## src/rtl/irrigation_sequencer.sv

```systemverilog
// ---------------------------------------------------------------------------
// irrigation_sequencer
//
// Sequences the single shared water line between the sprinkler and drip
// channels. A started channel stays open for at least MIN_ON_CYCLES. Every
// channel stop, and every cleared fault, is followed by DEADTIME_CYCLES with
// both valves closed. A fault forces an immediate, latched shutdown that
// waits for an operator acknowledge. All outputs come from flops, so a
// glitch on the combinational trigger inputs cannot chatter a valve.
//
// Optional feature (macro IRRIGATION_SEQ_WATCHDOG_EN):
//   Adds a per-activation run-time limit of MAX_RUN_CYCLES. When it expires
//   the channel is closed and the sticky timeout_o flag is set. While the
//   flag is set no new channel starts. The flag is cleared by fault_clear_i
//   while fault_i is low. Without the macro there is no watchdog logic and
//   timeout_o is tied low.
//
// Parameters:
//   MIN_ON_CYCLES    minimum valve open time per activation (>= 1)
//   DEADTIME_CYCLES  both-closed gap after a stop or a fault clear (>= 1)
//   MAX_RUN_CYCLES   watchdog limit, used only with the macro (> MIN_ON_CYCLES)
//   CNT_W            width of the shared cycle counter
//
// Ports:
//   clk_i              system clock, rising edge
//   rst_n_i            asynchronous active-low reset
//   sprinkler_req_i    sprinkler request (wins over drip when both are high)
//   drip_req_i         drip request
//   fault_i            error or alarm, forces FAULT
//   fault_clear_i      operator acknowledge
//   sprinkler_valve_o  sprinkler valve drive
//   drip_valve_o       drip valve drive
//   busy_o             high whenever the sequencer is not IDLE
//   fault_o            high in FAULT
//   timeout_o          sticky watchdog flag
//   state_o            IDLE=0 SPRINKLE=1 DRIP=2 DEAD=3 FAULT=4
// ---------------------------------------------------------------------------
module irrigation_sequencer #(
  parameter int MIN_ON_CYCLES   = 8,
  parameter int DEADTIME_CYCLES = 4,
  parameter int MAX_RUN_CYCLES  = 64,
  parameter int CNT_W           = 8
) (
  input  logic       clk_i,
  input  logic       rst_n_i,
  input  logic       sprinkler_req_i,
  input  logic       drip_req_i,
  input  logic       fault_i,
  input  logic       fault_clear_i,
  output logic       sprinkler_valve_o,
  output logic       drip_valve_o,
  output logic       busy_o,
  output logic       fault_o,
  output logic       timeout_o,
  output logic [2:0] state_o
);

  typedef enum logic [2:0] {
    ST_IDLE     = 3'd0,
    ST_SPRINKLE = 3'd1,
    ST_DRIP     = 3'd2,
    ST_DEAD     = 3'd3,
    ST_FAULT    = 3'd4
  } state_t;

  // Last counter value of the minimum run and of the dead time. The counter
  // is 0 in the first cycle of a state, so value N-1 marks the Nth cycle.
  localparam logic [CNT_W-1:0] MIN_LAST  = CNT_W'(MIN_ON_CYCLES - 1);
  localparam logic [CNT_W-1:0] DEAD_LAST = CNT_W'(DEADTIME_CYCLES - 1);
  localparam logic [CNT_W-1:0] CNT_MAX   = {CNT_W{1'b1}};

  // Reject parameter sets that the shared counter cannot represent.
  if ((MIN_ON_CYCLES < 1) || (DEADTIME_CYCLES < 1) ||
      (MAX_RUN_CYCLES <= MIN_ON_CYCLES) ||
      (MAX_RUN_CYCLES > (2 ** CNT_W) - 1) ||
      (DEADTIME_CYCLES > (2 ** CNT_W) - 1)) begin : g_bad_params
    $error("irrigation_sequencer: illegal parameter set");
  end

  // Saturating increment so a long run cannot wrap the counter back below
  // the minimum-run threshold.
  function automatic logic [CNT_W-1:0] sat_inc(input logic [CNT_W-1:0] value);
    logic [CNT_W-1:0] result;
    if (value == CNT_MAX) begin
      result = value;
    end else begin
      result = value + CNT_W'(1'b1);
    end
    return result;
  endfunction

  state_t           state_r;
  state_t           state_s;
  logic [CNT_W-1:0] cnt_r;
  logic [CNT_W-1:0] cnt_s;
  logic             watchdog_hit_s;
  logic             start_block_s;
  logic             sprinkler_valve_r;
  logic             drip_valve_r;
  logic             busy_r;
  logic             fault_r;

`ifdef IRRIGATION_SEQ_WATCHDOG_EN
  localparam logic [CNT_W-1:0] WD_LAST = CNT_W'(MAX_RUN_CYCLES - 1);

  logic timeout_r;
  logic timeout_s;

  // Watchdog fires on the last allowed cycle of an activation whose request
  // is still held. A released request is handled by the normal exit path.
  always_comb begin
    watchdog_hit_s = 1'b0;
    if (((state_r == ST_SPRINKLE) && sprinkler_req_i) ||
        ((state_r == ST_DRIP) && drip_req_i)) begin
      watchdog_hit_s = (cnt_r >= WD_LAST);
    end else begin
      watchdog_hit_s = 1'b0;
    end
  end

  // Sticky timeout flag: acknowledge clears it, a watchdog hit sets it
  // unless a fault takes the same edge.
  always_comb begin
    timeout_s = timeout_r;
    if (!fault_i && fault_clear_i) begin
      timeout_s = 1'b0;
    end else if (watchdog_hit_s && !fault_i) begin
      timeout_s = 1'b1;
    end else begin
      timeout_s = timeout_r;
    end
  end

  // Timeout flag register.
  always_ff @(posedge clk_i or negedge rst_n_i) begin
    if (!rst_n_i) begin
      timeout_r <= 1'b0;
    end else begin
      timeout_r <= timeout_s;
    end
  end

  assign start_block_s = timeout_r;
  assign timeout_o     = timeout_r;
`else
  assign watchdog_hit_s = 1'b0;
  assign start_block_s  = 1'b0;
  assign timeout_o      = 1'b0;
`endif

  // Next-state and counter logic. A fault overrides every other transition,
  // including the minimum run and the dead time.
  always_comb begin
    state_s = state_r;
    cnt_s   = cnt_r;

    case (state_r)
      ST_IDLE: begin
        if (start_block_s) begin
          state_s = ST_IDLE;
        end else if (sprinkler_req_i) begin
          state_s = ST_SPRINKLE;
        end else if (drip_req_i) begin
          state_s = ST_DRIP;
        end else begin
          state_s = ST_IDLE;
        end
      end
      ST_SPRINKLE: begin
        if (watchdog_hit_s) begin
          state_s = ST_DEAD;
        end else if (!sprinkler_req_i && (cnt_r >= MIN_LAST)) begin
          state_s = ST_DEAD;
        end else begin
          state_s = ST_SPRINKLE;
        end
      end
      ST_DRIP: begin
        if (watchdog_hit_s) begin
          state_s = ST_DEAD;
        end else if (!drip_req_i && (cnt_r >= MIN_LAST)) begin
          state_s = ST_DEAD;
        end else begin
          state_s = ST_DRIP;
        end
      end
      ST_DEAD: begin
        if (cnt_r >= DEAD_LAST) begin
          state_s = ST_IDLE;
        end else begin
          state_s = ST_DEAD;
        end
      end
      ST_FAULT: begin
        if (!fault_i && fault_clear_i) begin
          state_s = ST_DEAD;
        end else begin
          state_s = ST_FAULT;
        end
      end
      default: begin
        state_s = ST_IDLE;
      end
    endcase

    if (fault_i) begin
      state_s = ST_FAULT;
    end else begin
      state_s = state_s;
    end

    // The counter restarts on every state entry and only counts in the
    // timed states.
    if (state_s != state_r) begin
      cnt_s = '0;
    end else if ((state_r == ST_SPRINKLE) || (state_r == ST_DRIP) ||
                 (state_r == ST_DEAD)) begin
      cnt_s = sat_inc(cnt_r);
    end else begin
      cnt_s = '0;
    end
  end

  // State and counter registers.
  always_ff @(posedge clk_i or negedge rst_n_i) begin
    if (!rst_n_i) begin
      state_r <= ST_IDLE;
      cnt_r   <= '0;
    end else begin
      state_r <= state_s;
      cnt_r   <= cnt_s;
    end
  end

  // Output registers are decoded from the next state, so they change on
  // the same edge as the state and the valves never see input glitches.
  always_ff @(posedge clk_i or negedge rst_n_i) begin
    if (!rst_n_i) begin
      sprinkler_valve_r <= 1'b0;
      drip_valve_r      <= 1'b0;
      busy_r            <= 1'b0;
      fault_r           <= 1'b0;
    end else begin
      sprinkler_valve_r <= (state_s == ST_SPRINKLE);
      drip_valve_r      <= (state_s == ST_DRIP);
      busy_r            <= (state_s != ST_IDLE);
      fault_r           <= (state_s == ST_FAULT);
    end
  end

  assign sprinkler_valve_o = sprinkler_valve_r;
  assign drip_valve_o      = drip_valve_r;
  assign busy_o            = busy_r;
  assign fault_o           = fault_r;
  assign state_o           = state_r;

endmodule

```

## config.mk

```make
export PLATFORM = sky130hd
export DESIGN_NAME = irrigation_sequencer
export DESIGN_NICKNAME = d
export VERILOG_FILES = /design/src/rtl/irrigation_sequencer.sv
export SDC_FILE = /design/constraint.sdc
export NUM_CORES = 1
export LEC_CHECK = 0
export CAP_MARGIN = 5
export CORE_UTILIZATION = 45
export CTS_CLUSTER_SIZE = 10
export DETAILED_ROUTE_END_ITERATION = 6
export PLACE_DENSITY_LB_ADDON = 0.08
export SETUP_SLACK_MARGIN = 0.4
export SLEW_MARGIN = 40
export SYNTH_ARGS = -nofsm -noshare
export SYNTH_HDL_FRONTEND = slang
export SYNTH_SLANG_ARGS = --single-unit
```

## constraint.sdc

```tcl
create_clock -name clk_i -period 1.9 [get_ports clk_i]
set_clock_uncertainty 0.1 [all_clocks]
set_input_delay 0.38 -clock clk_i [delete_from_list [all_inputs] [get_ports clk_i]]
set_output_delay 0.38 -clock clk_i [all_outputs]
set_load 0.05 [all_outputs]
```

Floorplan with the power grid:
Bar = 10 um. Pins as bars on the die edge.
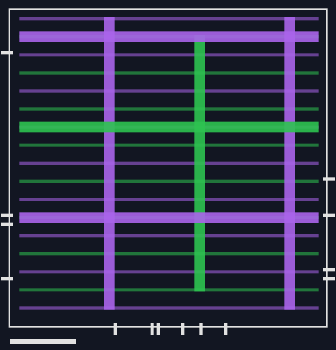
legend:
  VDD:
    color: green
  VSS:
    color: purple
met4 straps: 3
met1 rails: 17
rows: 16
met5 straps: 3
signal pins: 14
die height: 47.5 um
worst IR drop on VDD: 0.391 mV
Core Box Area: 1960 sq um

==> results_slide.txt <==
Implementation Results

Run status
  – Status: finished, final reports clean

Global routing
  – Grt met1 use: 0.337
  – Largest net degree at the start of global routing: 10
  – Initial antenna violation count: 0
  – GR Layer Usage met2: 0.386

Final layout
  – Commonest Layout Cell: buf_4
  – Top Layout Cells: 26 x buf_4, 11 x dfrtp_1, 9 x nor3_1, 6 x nor2_1
  – Finished Layout Cells: 156
  – FF/Latch Area: 380 sq um
  – Comb/total area: 0.454
  – Layout clock area frac: 0.0191
  – # clk buffers: 4
  – Registers: 15

Drt
  – Routed met2 length: ~1.2 mm
  – Top Metal Used: met4
  – Vias: 884
  – Final WL: about 2.5 mm

Worst setup path
  – Critical Path Max Stage Delay: 0.41 ns
  – CP Cell Sequence: or3_4, o41ai_4, a22oi_2, buf_6, nor4_2
  – Critical-path top delay cell: dfrtp_1
  – Critical Path Sink: cnt_r[4]

Synthesis
  – Yosys xor share: 0.0282
  – Post-synthesis simple-gate area fraction: 0.277
  – Post-synth EDFFs: 0
  – Post-synth top flop: dfrtp_1
  – AO/OA Area Share: 0.204
  – MUX area fraction: 0.0214
  – Post-synthesis async set-or-reset flop share: 1.00
  – Synthesis area per yosys: 933 sq um
  – Yosys Instances: 94

Clock network
  – Clock Path Buffers: 2
  – CTS Hold Bufs: 0

Place
  – Placed Instances: 137
  – Post-Place Worst Slack: -0.143 ns
  – Gpl congestion: 0.760
  – Post-DP HPWL: about 1.6 mm
  – Port buffer count: 12

Floorplanning
  – Top Ports: 14
  – Fp util: 0.476
  – Die footprint: 2260 sq um

Power
  – P_clk: 0.188 mW

Final timing
  – Fmax: 571 MHz
Cell classes on the final placement:
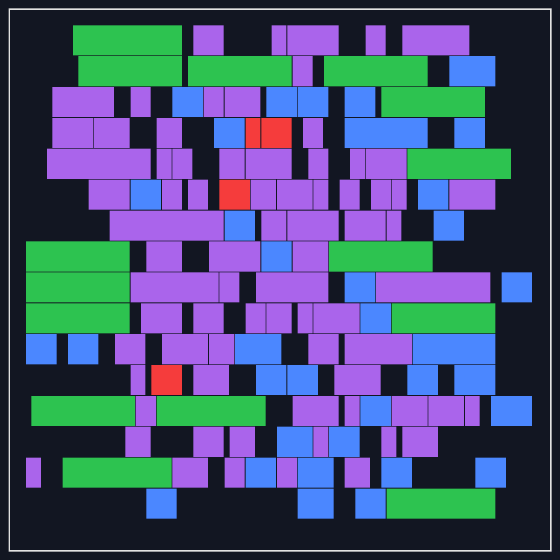
legend:
  flops:
    color: green
    cells: 15
  clock drivers and dummy loads:
    color: red
    cells: 4
  other buffers and delay cells:
    color: blue
    cells: 35
  combinational and other logic:
    color: purple
    cells: 75
final instance area: 1380 sq um
sequential share of cell area: 0.276
Core Util, Final: 0.702
Core Rows: 16

No activity file was given, so power comes from the tool's default toggle rates.
